File: src/rtl/soc1_sysid_arbiter.sv
// Two-master read arbiter in front of a single shared read-only slave.
// One transaction is in flight at a time. On a tie the master that did not
// win last time is granted. Slave data is captured READ_LATENCY cycles after
// the s_read strobe and returned to the granted master as a one-cycle strobe.
//
// Handshake: a master holds mX_read (and mX_address) until it sees
// mX_waitrequest low in the same cycle; that cycle is the acceptance. Return
// data is flagged by a single-cycle mX_readdatavalid, with no backpressure.
module soc1_sysid_arbiter #(
    parameter int ADDR_W       = 1,
    parameter int DATA_W       = 32,
    parameter int READ_LATENCY = 1   // legal range 0..3
) (
    input  logic              clock,
    input  logic              reset,
    input  logic [ADDR_W-1:0] m0_address,
    input  logic              m0_read,
    output logic              m0_waitrequest,
    output logic [DATA_W-1:0] m0_readdata,
    output logic              m0_readdatavalid,
    input  logic [ADDR_W-1:0] m1_address,
    input  logic              m1_read,
    output logic              m1_waitrequest,
    output logic [DATA_W-1:0] m1_readdata,
    output logic              m1_readdatavalid,
    output logic [ADDR_W-1:0] s_address,
    output logic              s_read,
    input  logic [DATA_W-1:0] s_readdata,
    output logic              busy
);

    typedef enum logic [1:0] {
        IDLE  = 2'd0,
        ISSUE = 2'd1,
        WAIT  = 2'd2,
        RESP  = 2'd3
    } state_t;

    state_t            state;
    state_t            state_next;
    logic              gnt;          // master owning the outstanding transaction
    logic              last_grant;   // master granted most recently
    logic [ADDR_W-1:0] addr_q;       // address latched at acceptance
    logic [DATA_W-1:0] data_q;       // last data captured from the slave
    logic [1:0]        cnt;          // cycles left until slave data is valid
    logic              grant_valid;
    logic              grant_sel;

    // Arbitration for the current cycle; only in IDLE and never while in reset
    always_comb begin
        grant_valid = 1'b0;
        grant_sel   = 1'b0;
        if (state == IDLE && !reset) begin
            if (m0_read && m1_read) begin
                grant_valid = 1'b1;
                grant_sel   = ~last_grant;
            end else if (m0_read) begin
                grant_valid = 1'b1;
                grant_sel   = 1'b0;
            end else if (m1_read) begin
                grant_valid = 1'b1;
                grant_sel   = 1'b1;
            end
        end
    end

    // Next-state logic for the transaction sequencer
    always_comb begin
        state_next = state;
        case (state)
            IDLE:    if (grant_valid) state_next = ISSUE;
            ISSUE:   state_next = (READ_LATENCY == 0) ? RESP : WAIT;
            WAIT:    if (cnt == 2'd1) state_next = RESP;
            RESP:    state_next = IDLE;
            default: state_next = IDLE;
        endcase
    end

    // State register, grant bookkeeping, address latch and data capture
    always_ff @(posedge clock or posedge reset) begin
        if (reset) begin
            state      <= IDLE;
            gnt        <= 1'b0;
            last_grant <= 1'b1;
            addr_q     <= '0;
            data_q     <= '0;
            cnt        <= 2'd0;
        end else begin
            state <= state_next;
            if (grant_valid) begin
                gnt        <= grant_sel;
                last_grant <= grant_sel;
                addr_q     <= grant_sel ? m1_address : m0_address;
            end
            if (state == ISSUE) begin
                if (READ_LATENCY == 0) begin
                    data_q <= s_readdata;
                end else begin
                    cnt <= 2'(READ_LATENCY);
                end
            end
            if (state == WAIT) begin
                cnt <= cnt - 2'd1;
                if (cnt == 2'd1) begin
                    data_q <= s_readdata;
                end
            end
        end
    end

    assign m0_waitrequest   = ~(grant_valid && !grant_sel);
    assign m1_waitrequest   = ~(grant_valid && grant_sel);
    assign m0_readdatavalid = (state == RESP) && !gnt;
    assign m1_readdatavalid = (state == RESP) && gnt;
    assign m0_readdata      = data_q;
    assign m1_readdata      = data_q;
    assign s_read           = (state == ISSUE);
    assign s_address        = addr_q;
    assign busy             = (state != IDLE);

endmodule

File: config.mk
export PLATFORM = sky130hd
export DESIGN_NAME = soc1_sysid_arbiter
export DESIGN_NICKNAME = d
export VERILOG_FILES = /design/src/rtl/soc1_sysid_arbiter.sv
export SDC_FILE = /design/constraint.sdc
export NUM_CORES = 1
export LEC_CHECK = 0
export ABC_AREA = 1
export CORE_UTILIZATION = 39
export DETAILED_ROUTE_END_ITERATION = 12
export PLACE_DENSITY_LB_ADDON = 0.25
export SLEW_MARGIN = 20
export SYNTH_ARGS = -nofsm -noshare
export SYNTH_HDL_FRONTEND = slang
export SYNTH_SLANG_ARGS = --single-unit
File: constraint.sdc
create_clock -name clock -period 1.9 [get_ports clock]
set_input_delay 0.19 -clock clock [delete_from_list [all_inputs] [get_ports clock]]
set_output_delay 0.19 -clock clock [all_outputs]
set_load 0.02 [all_outputs]
==> flow_summary.ini, run 1 <==
; flow metrics
[detailed_routing]
num_vias = 1344
vias_per_cell = 4.36

[place]
post_dp_cell_area_mm2 = 0.00294
pre_cts_ws_ns = 0.0832

[hold_path]
worstHoldPathType = primary input to asynchronous set/reset pin

[synthesis]
top_cell_area_share_pct = 47.8
ys_top_cells_by_area = dfrtp_1 48%, mux2_4 23%, buf_4 12%
yosysUniqueCellTypes = 17
dominantRegCellSynth = dfrtp_1
synth_top_cell_by_area = dfrtp_1
ys_seq_share_pct = 49.1
yosys_cells = 155
synth-seq-cells = 39
top_cells_by_count = 38 x dfrtp_1, 32 x buf_4, 30 x mux2_4, 15 x nand2_1, 10 x inv_1
synthArstFlopShare_pct = 100
edf_count = 0

[sta]
clock_skew_ns = 0.00458
period_minus_slack_ns = 1.80
tightest_slew_ns = 0.424
grt_setup_unrepaired = no
fmax_mhz = 557
whs_ns = 0.281

[run_status]
status = complete, no violations

[layout]
comb_share_pct = 23.0
seq_share_pct = 31.9
flop-count = 39
combGateArea_um2 = 704
clkCellAreaFrac_pct = 3.84
comb_cells = 71
inverters = 10
stdcell_area_mm2 = 0.00306
n_all_buffers = 113
area_share_nonclk_buffers_pct = 37.3
nClkBuffers = 6
largest_class = buffers

[critical_path]
rr_startpoint = state[0]$_DFFE_PP0P_
reg2reg_slack_ns = 0.33
slowest_stage = clkdlybuf4s50_1
reg2reg_to = m0_readdata[9]$_DFFE_PP0P_
cp_max_fo = 4
start_kind = register
worstPathRequired_ns = 1.71

[power_and_ir_drop]
power_density_mw_per_mm2 = 2080
seq_cell_power_w = 0.00161
comb-power_w = 0.00404
worst_ir_drop_vdd_mv = 0.793
leakagePower_nw = 1.44
internal_power_w = 0.00393
p_comb_share_pct = 63.5
p_clk_w = 0.000705

[clock_tree]
path_clk_slew_ns = 0.07
cts_buffers = 5
clock_latency_ns = 0.29

[run]
cap_violations = 0
warning_count = 30

[floorplan]
num_tap_cells = 67
-- run 1: repair_timing --
action,4_1_cts,5_1_grt
setup endpoints to repair,2,4
gates resized,3,4
buffers inserted,0,0
endpoints found under the hold margin,0,0
-- run 1: kinds of logic (layout without fill, tap and decap cells) --
logic type / count (synthesis) / in the layout / share of synthesized area, %
multiplexers: 32 / 32 / 23.8
buffers and inverters: 45 / 131 / 15.7
flip-flops: 39 / 39 / 49.1
AND/OR/NAND/NOR: 30 / 30 / 6.72
AND-OR/OR-AND: 3 / 3 / 1.01
adder cells (fa/ha/maj): 6 / 6 / 3.77
-- run 1: stage by stage --
step / instances / utilization [%]
after global placement: 300 / 61.1
final: 308 / 63.6
after detailed placement: 300 / 61.1
after CTS: 308 / 63.5
after global routing: 308 / 63.6
after floorplan: 155 / -
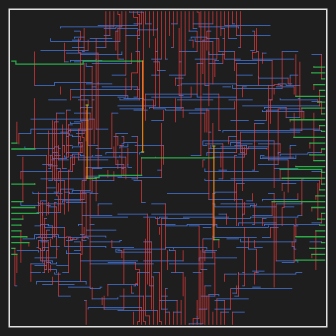
*Routed metal, one color a layer, run 1*
M2 -> red  # wire length 2020 um
M1 -> blue  # wire length 1810 um
M3 -> green  # wire length 230 um
M4 -> orange  # wire length 59.8 um

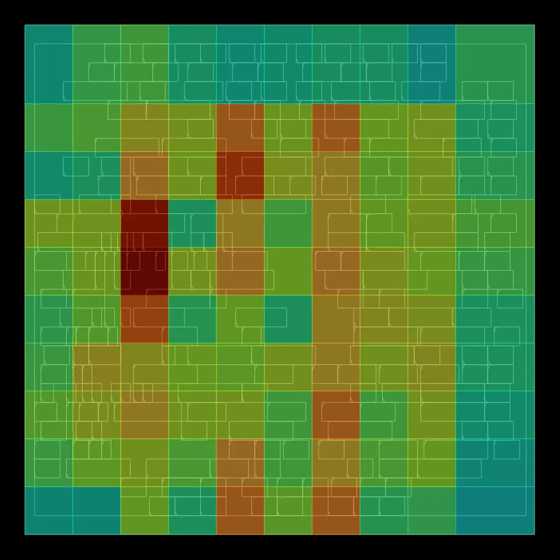
*Routing congestion, run 1*
met3 Use GR: 3.98%
gr busiest metal: met2

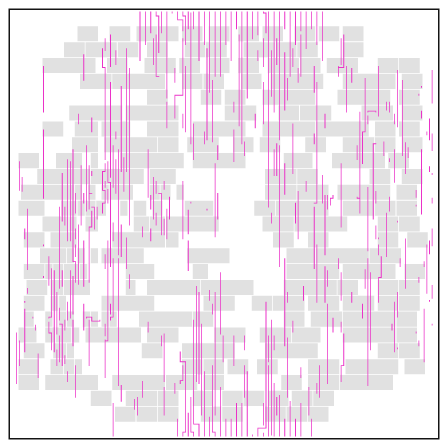
*The metal 2 layer, run 1*
Cells faint in the background.
wire length on this layer = 2020 um
share of all routed wire = 49%
longest straight run = 33.5 um

==> run 1 -> run 2 <==
REMOVE_ABC_BUFFERS = 1   (was unset)
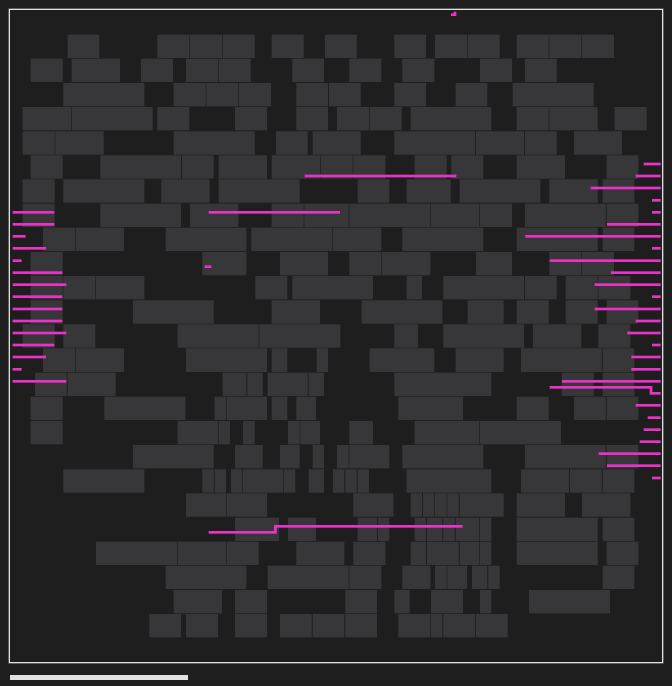
*Met3 routing, run 2*
The bar under the picture is 20 um long. Cells faint in the background.
longest straight run = 20.9 um
wire length on this layer = 246 um
share of all routed wire = 6.0%
main direction = horizontal
nets with wire on the layer = 44

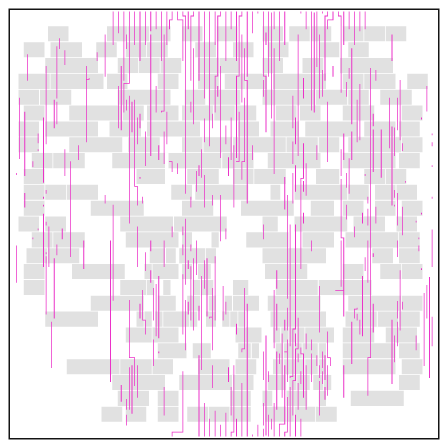
*The metal 2 layer, run 2*
Cells faint in the background.
DRT Wirelength: 4110 um
met2 Use GR: 26.5%
Vias: 1346

==> run 2 against run 1 <==
Count of clock-buffer cells in the layout decreased by 1. Maximum frequency increased by 1.1%. Synthesized area unchanged. Critical path type unchanged.
==> flow_summary.ini, run 2 <==
; flow metrics
[detailed_routing]
drt_iter0_markers = 51
met3_length_um = 245
vias_per_cell = 4.37

[synthesis]
simple_gate_area_share_pct = 6.73
dominantRegCellSynth = dfrtp_1
top_cell_area_share_pct = 47.8
synthArstFlopShare_pct = 100
avgSynthCellArea_um2 = 12.8
yosysWarnings = 0
ys_top_cells_by_area = dfrtp_1 48%, mux2_4 23%, buf_4 12%
ys_seq_share_pct = 49.1
yosysUniqueCellTypes = 17
yosys_cells = 155
synth_top_cell_by_area = dfrtp_1
ys_sh_mux_pct = 23.8
top_cells_by_count = 38 x dfrtp_1, 32 x buf_4, 30 x mux2_4, 15 x nand2_1, 10 x inv_1
xor_area_share_pct = 0
ys_sh_adder_pct = 3.77
top_logic_kind = multiplexers
ys_sh_aoi_pct = 1.01
synth-seq-cells = 39
edf_count = 0

[power_and_ir_drop]
leakagePower_nw = 1.46
worst_ir_drop_vdd_mv = 0.863
p_comb_share_pct = 63.8
internal_power_w = 0.00391
power_density_mw_per_mm2 = 2070
power_switching_share_pct = 38.6

[global_route]
use_met3_pct = 4.66
busiest_layer = met2

[critical_path]
max_stage_delay_ns = 0.41
rr_startpoint = state[0]$_DFFE_PP0P_
reg2reg_to = m0_readdata[7]$_DFFE_PP0P_
cp-startpoint = state[0]$_DFFE_PP0P_
start_kind = register
worstPathRequired_ns = 1.71
cp_num_cells = 6
reg2reg_slack_ns = 0.27
cp_max_fo = 4
crit_top_cell = inv_1
slowest_stage = dfrtp_1

[layout]
stdcell_area_mm2 = 0.00307
seq_share_pct = 31.8
comb_cells = 71
n_all_buffers = 113
area_share_nonclk_buffers_pct = 37.6
flop-count = 39
nClkBuffers = 5
clkCellAreaFrac_pct = 3.67
inverters = 10
combGateArea_um2 = 704
largest_class = buffers
comb_share_pct = 23.0

[hold_path]
worstHoldPathType = primary input to asynchronous set/reset pin

[sta]
fmax_mhz = 563
setup-violations-final = 0
period_minus_slack_ns = 1.78
finalHoldViolations = 0
tightest_slew_ns = 0.523
grt_setup_unrepaired = no

[clock_tree]
cts_tree = yes
path_clk_slew_ns = 0.08
cts_resized = 5
clock_path_buffers = 2
postCtsSetupBuffers = 0
cts_buffers = 5

[place]
post_dp_cell_area_mm2 = 0.00296

[floorplan]
num_tap_cells = 67
dieArea_mm2 = 0.00539

[run]
warning_count = 29
cap_violations = 0

[run_status]
status = complete, no violations
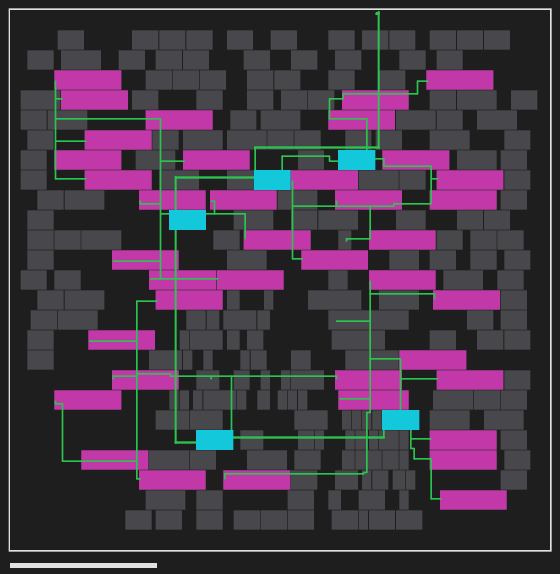
*Routed clock nets over the placement, run 2*
The bar under the picture is 20 um long.
clock wires -> green  # length 513 um
flip-flops -> magenta  # count 39
clock-net drivers -> cyan  # count 5
routed clock nets = 6
flops lie = all over the die
Final Skew: 0.00292 ns
Clk pwr share: 11.0%
Latency at later pin: 0.29 ns
clk pwr: 0.000697 W

[run 2: cell counts after synthesis]
No cell type changed its count.
[run 2: metrics by stage]
step                hold WS (ns)  cells  util (%)  setup WS [ns]
floorplan                  0.339    120         -         0.0553
global placement           0.462    300      61.4          0.151
detailed placement         0.462    300      61.4          0.112
CTS                        0.294    308      63.7         0.0313
global route               0.373    308      63.7        0.00625
finish                     0.321    308      63.7          0.124
[run 2: power by group through the flow]
| stage | Sequential [W] | Clock, W | Combinational (W) |
|---|---|---|---|
| after floorplan | 0.00249 | 0 | 0.00134 |
| after global placement | 0.00161 | 0 | 0.00407 |
| after detailed placement | 0.00162 | 0 | 0.00410 |
| after CTS | 0.00162 | 0.000724 | 0.00411 |
| after global routing | 0.00167 | 0.000750 | 0.00430 |
| final | 0.00161 | 0.000697 | 0.00407 |
### Routing congestion, run 2

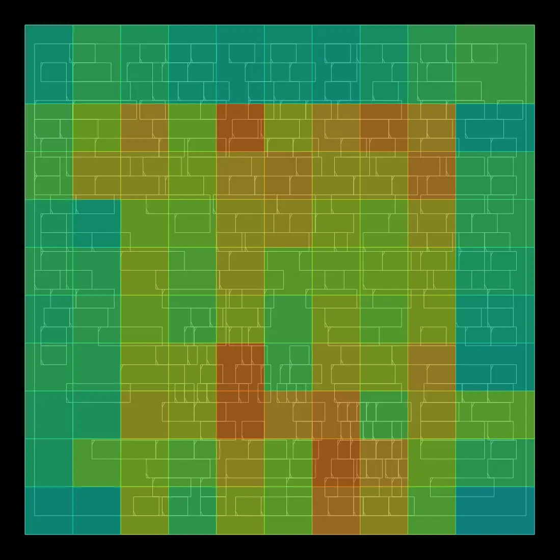

==> run 2 -> run 3 <==
PLACE_DENSITY = 0.81   (was unset)
PLACE_DENSITY_LB_ADDON = unset   (was 0.25)
clock period = 1.85 ns   (was 1.9 ns; I/O delays follow)
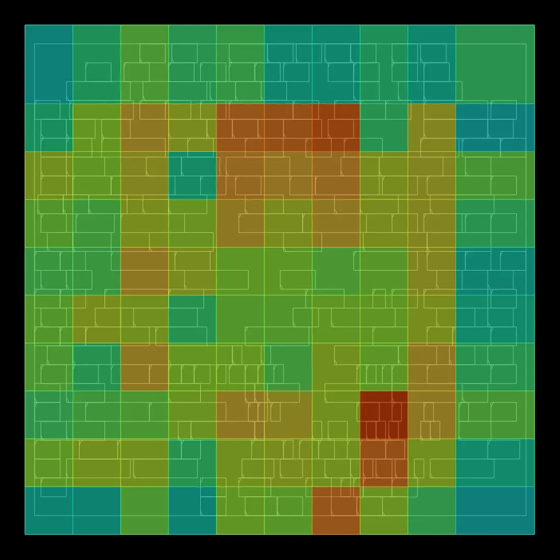
*Routing congestion, run 3*
met2 Use GR: 27.9%
Total GRT Usage: 15.9%

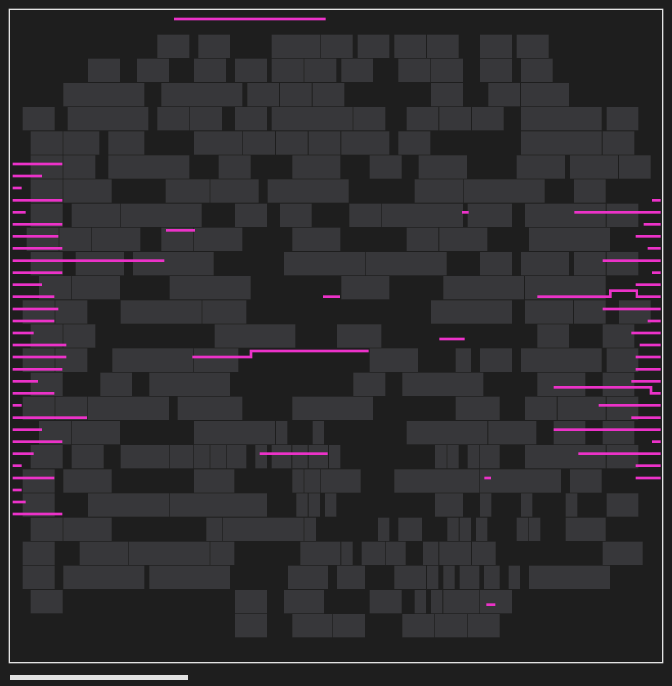
*Met3 routing, run 3*
The bar under the picture is 20 um long. Cells faint in the background.
nets with wire on the layer = 58
main direction = horizontal

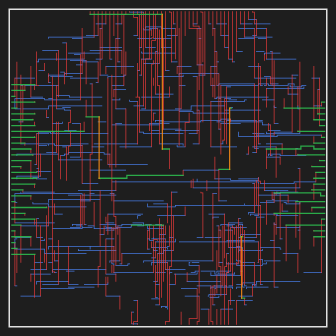
*Routed metal, one color a layer, run 3*
M2 -> red  # wire length 2160 um
M1 -> blue  # wire length 1590 um
M3 -> green  # wire length 288 um
M4 -> orange  # wire length 74.1 um
drt wl/cell: 13.4 um
DRT Wirelength: 4110 um
Vias: 1343

==> run 3 against run 2 <==
Total power is 2.5% higher. Clock skew decreased by 0.00076 ns. Synthesized area did not move. Highest routed layer unchanged. Worst hold slack gained 0.072 ns.
==> flow_summary.ini, run 3 <==
; flow metrics
[synthesis]
top_logic_kind = multiplexers
ys_seq_share_pct = 49.1
ys_sh_mux_pct = 23.8
ys_top_cells_by_area = dfrtp_1 48%, mux2_4 23%, buf_4 12%
top_cell = dfrtp_1
syn_inst = 155
top_cells_by_count = 38 x dfrtp_1, 32 x buf_4, 30 x mux2_4, 15 x nand2_1, 10 x inv_1
yosysUniqueCellTypes = 17
yosys_cells = 155
synthArstFlopShare_pct = 100
yosysWarnings = 0
synth_area_mm2 = 0.00199
simple_gate_area_share_pct = 6.73
xor_area_share_pct = 0
synth_top_cell_by_area = dfrtp_1
edf_count = 0
ys_sh_adder_pct = 3.77
avgSynthCellArea_um2 = 12.8
synth-seq-cells = 39
dominantRegCellSynth = dfrtp_1
top_cell_area_share_pct = 47.8
ys_sh_aoi_pct = 1.01

[sta]
whs_ns = 0.393
clock_skew_ns = 0.00217
fmax_mhz = 581
setup-violations-final = 0
period_minus_slack_ns = 1.72
finalHoldViolations = 0
tightest_slew_ns = 0.478
grt_setup_unrepaired = no

[detailed_routing]
drt_iter0_markers = 58
vias_per_cell = 4.37
met2_length_um = 2160
met3_length_um = 287

[critical_path]
start_kind = register
reg2reg_to = m0_readdata[10]$_DFFE_PP0P_
cp_max_fo = 4
cp_num_cells = 6
rr_startpoint = state[0]$_DFFE_PP0P_
worstPathRequired_ns = 1.66
worstPathCellList = inv_2 -> ha_1 -> inv_1 -> nor2_2 -> nand3_1 -> dlygate4sd2_1
slowest_stage = dfrtp_1
cp-startpoint = state[1]$_DFFE_PP0P_
reg2reg_slack_ns = 0.27
max_stage_delay_ns = 0.43

[run]
cap_violations = 0
warning_count = 29

[power_and_ir_drop]
leakagePower_nw = 1.45
comb-power_w = 0.00413
worst_ir_drop_vdd_mv = 1.09
pwr-share-clk_pct = 11.1
power_density_mw_per_mm2 = 2140
seq_cell_power_w = 0.00167
p_clk_w = 0.000724
p_comb_share_pct = 63.3
power_switching_share_pct = 38.4
power-top-group = combinational cells
internal_power_w = 0.00402
sequentialPowerShare_pct = 25.6

[layout]
finalNonFillerCells = 307
final_nets = 283
combGateArea_um2 = 709
post-route-util_pct = 63.4

[clock_tree]
cts_buffers = 5
cts_tree = yes
cts_resized = 5
clock_latency_ns = 0.28
clock_path_buffers = 2
postCtsSetupBuffers = 0
path_clk_slew_ns = 0.07

[global_route]
busiest_layer = met2
grt_overflow = 0
use_met3_pct = 4.12
grt_pass1_wl_um = 6420
antenna_found_initial = 0

[run_status]
status = complete, no violations

[floorplan]
dieArea_mm2 = 0.00539
die_y_um = 73.4

[hold_path]
worstHoldPathType = primary input to asynchronous set/reset pin

[place]
place_inst = 299
==> run 3: final cells by class <==
type / instances / area share, %
Multi-Input combinational cell: 71 / 23.2
Tap cell: 67 / 2.75
Clock inverter: 2 / 1.15
Sequential cell: 39 / 32.0
Inverter: 10 / 1.23
Timing Repair Buffer: 112 / 36.9
Clock buffer: 6 / 2.70
==> run 3: per-stage QoR <==
stage | instance area (um2) | setup slack [ns]
2_1_floorplan | 1720 | 0.00532
3_3_place_gp | 2920 | 0.131
3_5_place_dp | 2920 | 0.0719
4_1_cts | 3040 | 0.0135
5_1_grt | 3050 | 0.00819
6_report | 3050 | 0.128
==> run 3: worst reg2reg max path, stage by stage (launching register included) <==
cell,delay (ns)
dfrtp_1,0.42
inv_2,0.07
ha_1,0.27
nand2_2,0.13
buf_4,0.24
mux2_2,0.36
No activity file was given, so power comes from the tool's default toggle rates.
